Figure 1. Cells by drive strength.
The bar under the picture is 20 um long.
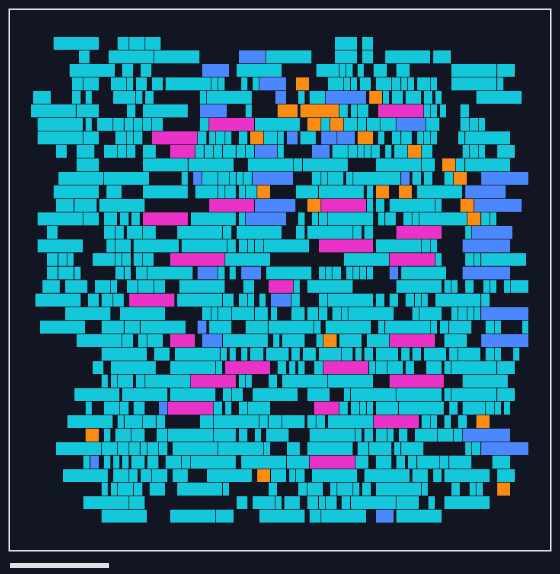
Figure 2. Wires at chosen ports, followed through buffers.
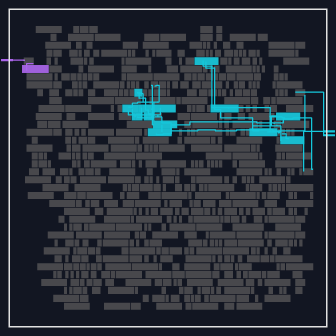
Figure 3. Wiring by layer.
The bar under the picture is 20 um long.
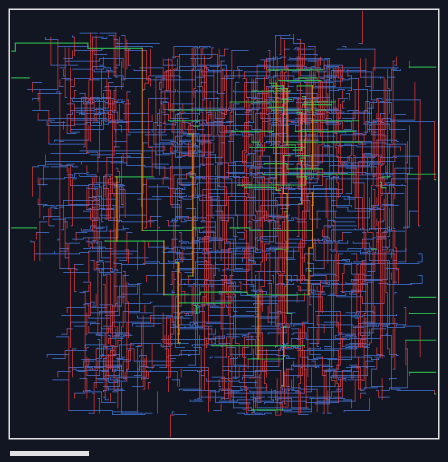
Figure 4. Clock routing.
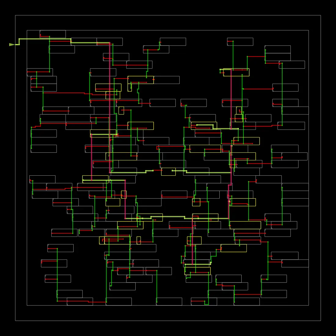
Figure 5. Sequential cells grouped by signal name.
The bar under the picture is 20 um long.
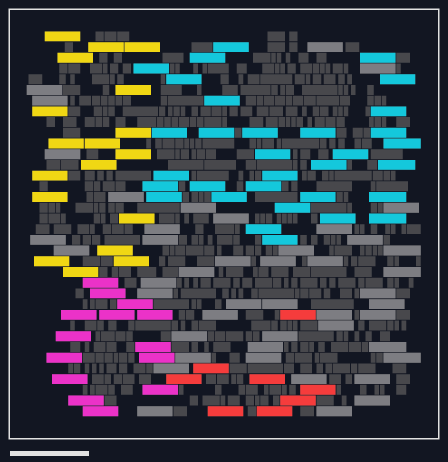
### src/rtl/pwm_multi_ctrl.sv
// rtl/pwm_multi_ctrl.sv - multi-channel PWM with debounced up/down duty buttons
//
// Ports:
//   clk       sole clock, all state updates on the rising edge
//   rst_n     asynchronous active-low reset
//   btn_up    raw increase button, active-high, asynchronous to clk
//   btn_dn    raw decrease button, active-high, asynchronous to clk
//   ch_sel    channel addressed by button presses (out-of-range values ignored)
//   pwm_out   registered PWM outputs, bit i = channel i
//   at_max    selected channel working duty == PERIOD (registered)
//   at_min    selected channel working duty == 0 (registered)
//   tick_1hz  square wave with a period of DIVISOR cycles
module pwm_multi_ctrl #(
    parameter int WIDTH     = 8,
    parameter int CHANNELS  = 4,
    parameter int PERIOD    = 127,
    parameter int INIT_DUTY = 64,
    parameter int STEP      = 1,
    parameter int DEBOUNCE  = 511,
    parameter int REPEAT    = 0,
    parameter int DIVISOR   = 12500,
    localparam int SW       = (CHANNELS > 1) ? $clog2(CHANNELS) : 1
) (
    input  logic                clk,
    input  logic                rst_n,
    input  logic                btn_up,
    input  logic                btn_dn,
    input  logic [SW-1:0]       ch_sel,
    output logic [CHANNELS-1:0] pwm_out,
    output logic                at_max,
    output logic                at_min,
    output logic                tick_1hz
);

    localparam int DW = $clog2(DEBOUNCE + 1);
    localparam int RW = (REPEAT > 0) ? $clog2(REPEAT + 1) : 1;
    localparam int VW = (DIVISOR > 1) ? $clog2(DIVISOR) : 1;

    localparam logic [DW-1:0]    DB_MAX   = DW'(DEBOUNCE);
    localparam logic [DW-1:0]    DB_PRE   = DW'(DEBOUNCE - 1);
    localparam logic [RW-1:0]    REP_LAST = RW'((REPEAT > 0) ? REPEAT - 1 : 0);
    localparam logic [WIDTH-1:0] PER      = WIDTH'(PERIOD);
    localparam logic [WIDTH-1:0] INIT     = WIDTH'(INIT_DUTY);
    localparam logic [WIDTH:0]   STEP_W   = (WIDTH + 1)'(STEP);
    localparam logic [WIDTH:0]   PER_W    = (WIDTH + 1)'(PERIOD);
    localparam logic [VW-1:0]    DIV_LAST = VW'(DIVISOR - 1);
    localparam logic [VW-1:0]    DIV_HALF = VW'(DIVISOR / 2);

    // Button index 0 = up, 1 = down throughout.
    logic [1:0]          btn_raw;
    logic [1:0]          sync_a;
    logic [1:0]          sync_b;
    logic [1:0][DW-1:0]  db_cnt;
    logic [1:0][RW-1:0]  rep_cnt;
    logic [1:0]          press;

    logic [CHANNELS-1:0][WIDTH-1:0] duty;
    logic [CHANNELS-1:0][WIDTH-1:0] shadow;
    logic [WIDTH-1:0]               per_cnt;
    logic [VW-1:0]                  div_cnt;

    logic             ch_ok;
    logic [WIDTH-1:0] cur_duty;
    logic [WIDTH:0]   sum_w;
    logic [WIDTH-1:0] up_val;
    logic [WIDTH-1:0] dn_val;

    assign btn_raw = {btn_dn, btn_up};

    // Two-flop synchroniser followed by a saturating hold counter per button.
    // The press pulse fires on the cycle the count becomes DEBOUNCE; while
    // still held, the repeat counter then fires every REPEAT cycles.
    always_ff @(posedge clk or negedge rst_n) begin
        if (!rst_n) begin
            sync_a  <= '0;
            sync_b  <= '0;
            db_cnt  <= '0;
            rep_cnt <= '0;
            press   <= '0;
        end else begin
            sync_a <= btn_raw;
            sync_b <= sync_a;
            for (int b = 0; b < 2; b++) begin
                if (!sync_b[b]) begin
                    db_cnt[b]  <= '0;
                    rep_cnt[b] <= '0;
                    press[b]   <= 1'b0;
                end else if (db_cnt[b] != DB_MAX) begin
                    db_cnt[b]  <= db_cnt[b] + 1'b1;
                    rep_cnt[b] <= '0;
                    press[b]   <= (db_cnt[b] == DB_PRE);
                end else if ((REPEAT > 0) && (rep_cnt[b] == REP_LAST)) begin
                    rep_cnt[b] <= '0;
                    press[b]   <= 1'b1;
                end else begin
                    rep_cnt[b] <= rep_cnt[b] + 1'b1;
                    press[b]   <= 1'b0;
                end
            end
        end
    end

    assign ch_ok    = (32'(ch_sel) < CHANNELS);
    assign cur_duty = duty[ch_sel];

    // Saturating step arithmetic done one bit wider so it cannot wrap.
    assign sum_w  = {1'b0, cur_duty} + STEP_W;
    assign up_val = (sum_w > PER_W) ? PER : sum_w[WIDTH-1:0];
    assign dn_val = ({1'b0, cur_duty} < STEP_W) ? '0 : (cur_duty - STEP_W[WIDTH-1:0]);

    always_ff @(posedge clk or negedge rst_n) begin
        if (!rst_n) begin
            duty   <= {CHANNELS{INIT}};
            shadow <= {CHANNELS{INIT}};
            at_max <= 1'b0;
            at_min <= 1'b0;
        end else begin
            // Simultaneous up and down presses cancel out.
            if (ch_ok && (press == 2'b01)) begin
                duty[ch_sel] <= up_val;
            end else if (ch_ok && (press == 2'b10)) begin
                duty[ch_sel] <= dn_val;
            end
            // Shadow copy on the last count so every period starts clean.
            if (per_cnt == PER) begin
                shadow <= duty;
            end
            at_max <= ch_ok && (cur_duty == PER);
            at_min <= ch_ok && (cur_duty == '0);
        end
    end

    always_ff @(posedge clk or negedge rst_n) begin
        if (!rst_n) begin
            per_cnt <= '0;
            pwm_out <= '0;
        end else begin
            per_cnt <= (per_cnt == PER) ? '0 : per_cnt + 1'b1;
            for (int i = 0; i < CHANNELS; i++) begin
                pwm_out[i] <= (per_cnt < shadow[i]);
            end
        end
    end

    always_ff @(posedge clk or negedge rst_n) begin
        if (!rst_n) begin
            div_cnt  <= '0;
            tick_1hz <= 1'b0;
        end else begin
            div_cnt  <= (div_cnt == DIV_LAST) ? '0 : div_cnt + 1'b1;
            tick_1hz <= (div_cnt < DIV_HALF);
        end
    end

endmodule

### config.mk
export PLATFORM = sky130hd
export DESIGN_NAME = pwm_multi_ctrl
export DESIGN_NICKNAME = d
export VERILOG_FILES = /design/src/rtl/pwm_multi_ctrl.sv
export SDC_FILE = /design/constraint.sdc
export NUM_CORES = 1
export LEC_CHECK = 0
export CAP_MARGIN = 20
export CORE_MARGIN = 4
export CORE_UTILIZATION = 60
export DETAILED_ROUTE_END_ITERATION = 10
export GPL_TIMING_DRIVEN = 1
export PLACE_DENSITY = 0.77
export SYNTH_ARGS = -nofsm -noshare
export SYNTH_HDL_FRONTEND = slang
export SYNTH_SLANG_ARGS = --single-unit
### constraint.sdc
create_clock -name clk -period 3.92 [get_ports clk]
set_input_delay 0.98 -clock clk [delete_from_list [all_inputs] [get_ports clk]]
set_output_delay 0.98 -clock clk [all_outputs]
set_load 0.01 [all_outputs]
==> summary.txt <==
yosys + openroad results -> Post-Place Worst Slack=-0.0168 ns, Switch Pwr=around 0.62 mW, share of total power in sequential cells=42.7%, number of logic stages on the critical path including buffering=9, iteration count of the initial detailed-routing pass=5, end of the worst hold path=sync_b[0], most crowded layer after global routing=met2, internal power=around 2.3 mW, Top logic family=simple AND/OR/NAND/NOR gates, Post-DRT Antenna Nets=0, crit share post-route=a little over nine tenths, commonest cells in the netlist=dfrtp_1, nand2_1, o21ai_0, capturing point of the worst reg2reg path=duty[10], most used logic cell in the final layout=dfrtp_1, critical path, cell by cell=clkdlybuf4s50_1 > mux4_2 > ha_1 > and2_4 > nand3b_1 > o41ai_2 > o21ai_0 > o31ai_1 > o21ai_0, Biggest Area Class=sequential cells, cell resize tally after clock tree synthesis=0, maximum number of pins on one net before global-route repair=approximately 60, most frequently placed logic cells in the final layout=dfrtp_1, nand2_1, o21ai_0, Final Power=around 2.9 mW, count leader, synth=dfrtp_1, portion of the post-synthesis area used by sequential elements=between 40% and 50%, AND/OR/NAND/NOR Cells, Area Fraction=17.6%, via/cell ratio=about 6, count of clock buffers in the final design=22, DR WL met3=539 um, synthesized-area fraction occupied by xor and xnor cells=around 4.5%, number of ordinary inverters in the final layout=38, maximum root-to-sink buffer count=2, largest registers in the final layout=duty x32, shadow x32, db_cnt x18, critical path data arrival time=4.05 ns, area fraction in full adders, half adders and majority gates=under 10%, fin cells=roughly 770, number of antenna violations at the first check in global routing=0, quantity of hold-fixing buffers added after cts=0, Logic cell area=between 2000 and 3000 um^2, post-placement cell count=~740, Top FF cell, synth=dfrtp_1, static power due to leakage=3.10 nW, htree depth=4, proportion of power drawn by the clock network=between 50 and 60%, worst hold slack=between 0.3 and 0.4 ns, clock period minus final worst setup slack=3.68 ns, Signal buf overhead=roughly 3.5%, async set or reset register ratio after synthesis=100%, amount of wire on met2 after detailed routing=slightly below 7000 um, startpoint of the worst register-to-register path=duty[17], cell type group with the largest total delay on the critical path=AND-OR/OR-AND gates, total half-perimeter wirelength after legalization and detailed placement=around 8800 um, Floorplan Core Area=between 9000 and 10000 um^2, horizontal die dimension=about 110 um, crit path from=ch_sel[0], highest clock rate=between 0.2 and 0.3 GHz, routing usage on met3=between 5 and 6%, count of nets after finishing=between 600 and 700, Clk power=around 1.6 mW, area of the mapped netlist=6080 um^2, final count of hold timing violations=0, number of violations of the max-capacitance limit=0, worst clock skew on the final layout=~0.011 ns, filler instances=~730, total setup violations reported at the end of the flow=0, drc violations=0, fraction of standard cell area in multi-input logic=roughly two fifths, crit path DRT=approximately 4.3 ns, first-pass GRT wire length=~22000 um, part of the power in combinational logic=about 3.8%, count of unique library cells instantiated by Yosys=around 55, layout multi-input combinational cell count=424, result of the run=finished, final reports clean, Tightest Hold Check Type=flip-flop to flip-flop, number of cell rows=36, number of warnings in the stage logs=31, post-CTS setup repair buffer count=0, highest-power group=clock, Clock transition at path regs=roughly 0.060 ns, power in combinational cells=0.109 mW, largest voltage drop on the vdd net=0.243 mV, detailed-route wire length on metal 1=5330 um, CP dominant cell by count=o21ai_0, cell type contributing the most total cell area after synthesis=dfrtp_1, number of flip-flops and latches in the synthesized netlist=between 100 and 150, Mapped Cells=around 600, number of pins with negative max-slew slack in the final report=0, CP max stage delay=~0.64 ns, via count of the first global-routing pass=approximately 4600, Slew Limit Headroom=between 40% and 50%, yosys cell count=between 600 and 700, RSZ-0062 raised after global routing=no, vertical die dimension=about 110 um, power density over the cells=416 nW/um^2, final design instance area without fill=between 6000 and 7000 um^2, switching power as a share of total power=a little over a fifth, type of origin of the critical path=primary input, portion of the layout cell area used by clock cells=around 8.5%, endpoint type of the worst setup path=flip-flop, global placer's final weighted congestion=roughly 0.86, start point of the worst min-delay path=sync_a[0], Avg Synthesized Cell Area=between 10 and 15 um^2, number of enable-type register cells in the synthesized netlist=0, FF-to-FF setup slack=0.98 ns, Setup Crit Path Kind=primary input to flip-flop, total die size=~12000 um^2, TritonCTS clock tree=built
About Figure 1:
[_6 and larger] magenta | cells: 23 | share: 3.6%
[_3 and _4 cells] orange | cells: 22 | share: 3.4%
[_0 and _1 cells] cyan | cells: 559 | share: 87%
[_2 cells] blue | cells: 36 | share: 5.6%
area growth from synthesis to layout: 14.6%
final critical-path setup slack: 0.237 ns

About Figure 2:
[btn_dn] purple | bits: 1 | direction: input | end cells: 1 | buffers: 1 | wire: 9.20 um
[ch_sel] cyan | bits: 2 | direction: input | end cells: 18 | buffers: 6 | wire: 406 um
port buffer count: 12
I/O pins: 13

About Figure 3:
[metal 1] blue | wire length: 5330 um
[metal 4] orange | wire length: 351 um
[metal 3] green | wire length: 540 um
[metal 2] red | wire length: 6870 um
via count: 4518
final wirelength: 13100 um
Routed WL per cell: 16.9 um
total routing usage reported by global routing: 24.6%

About Figure 4:
total number of sequential cells: 117
clock sink total: 117
Skew-Pair Late Insertion Delay: 0.52 ns
number of buffers added by the clock tree synthesis step: 17

About Figure 5:
[db_cnt] yellow | placed flops: 18
[duty] cyan | placed flops: 32
[per_cnt] red | placed flops: 8 | where: bottom center
[div_cnt] magenta | placed flops: 14 | where: lower left
Util after Layout: 71.0%
Reg area: 2940 um^2
register fraction of the total cell area: 42.1%
flip-flop and latch power: 1.24 mW

Power and IR drop assume default switching activity.
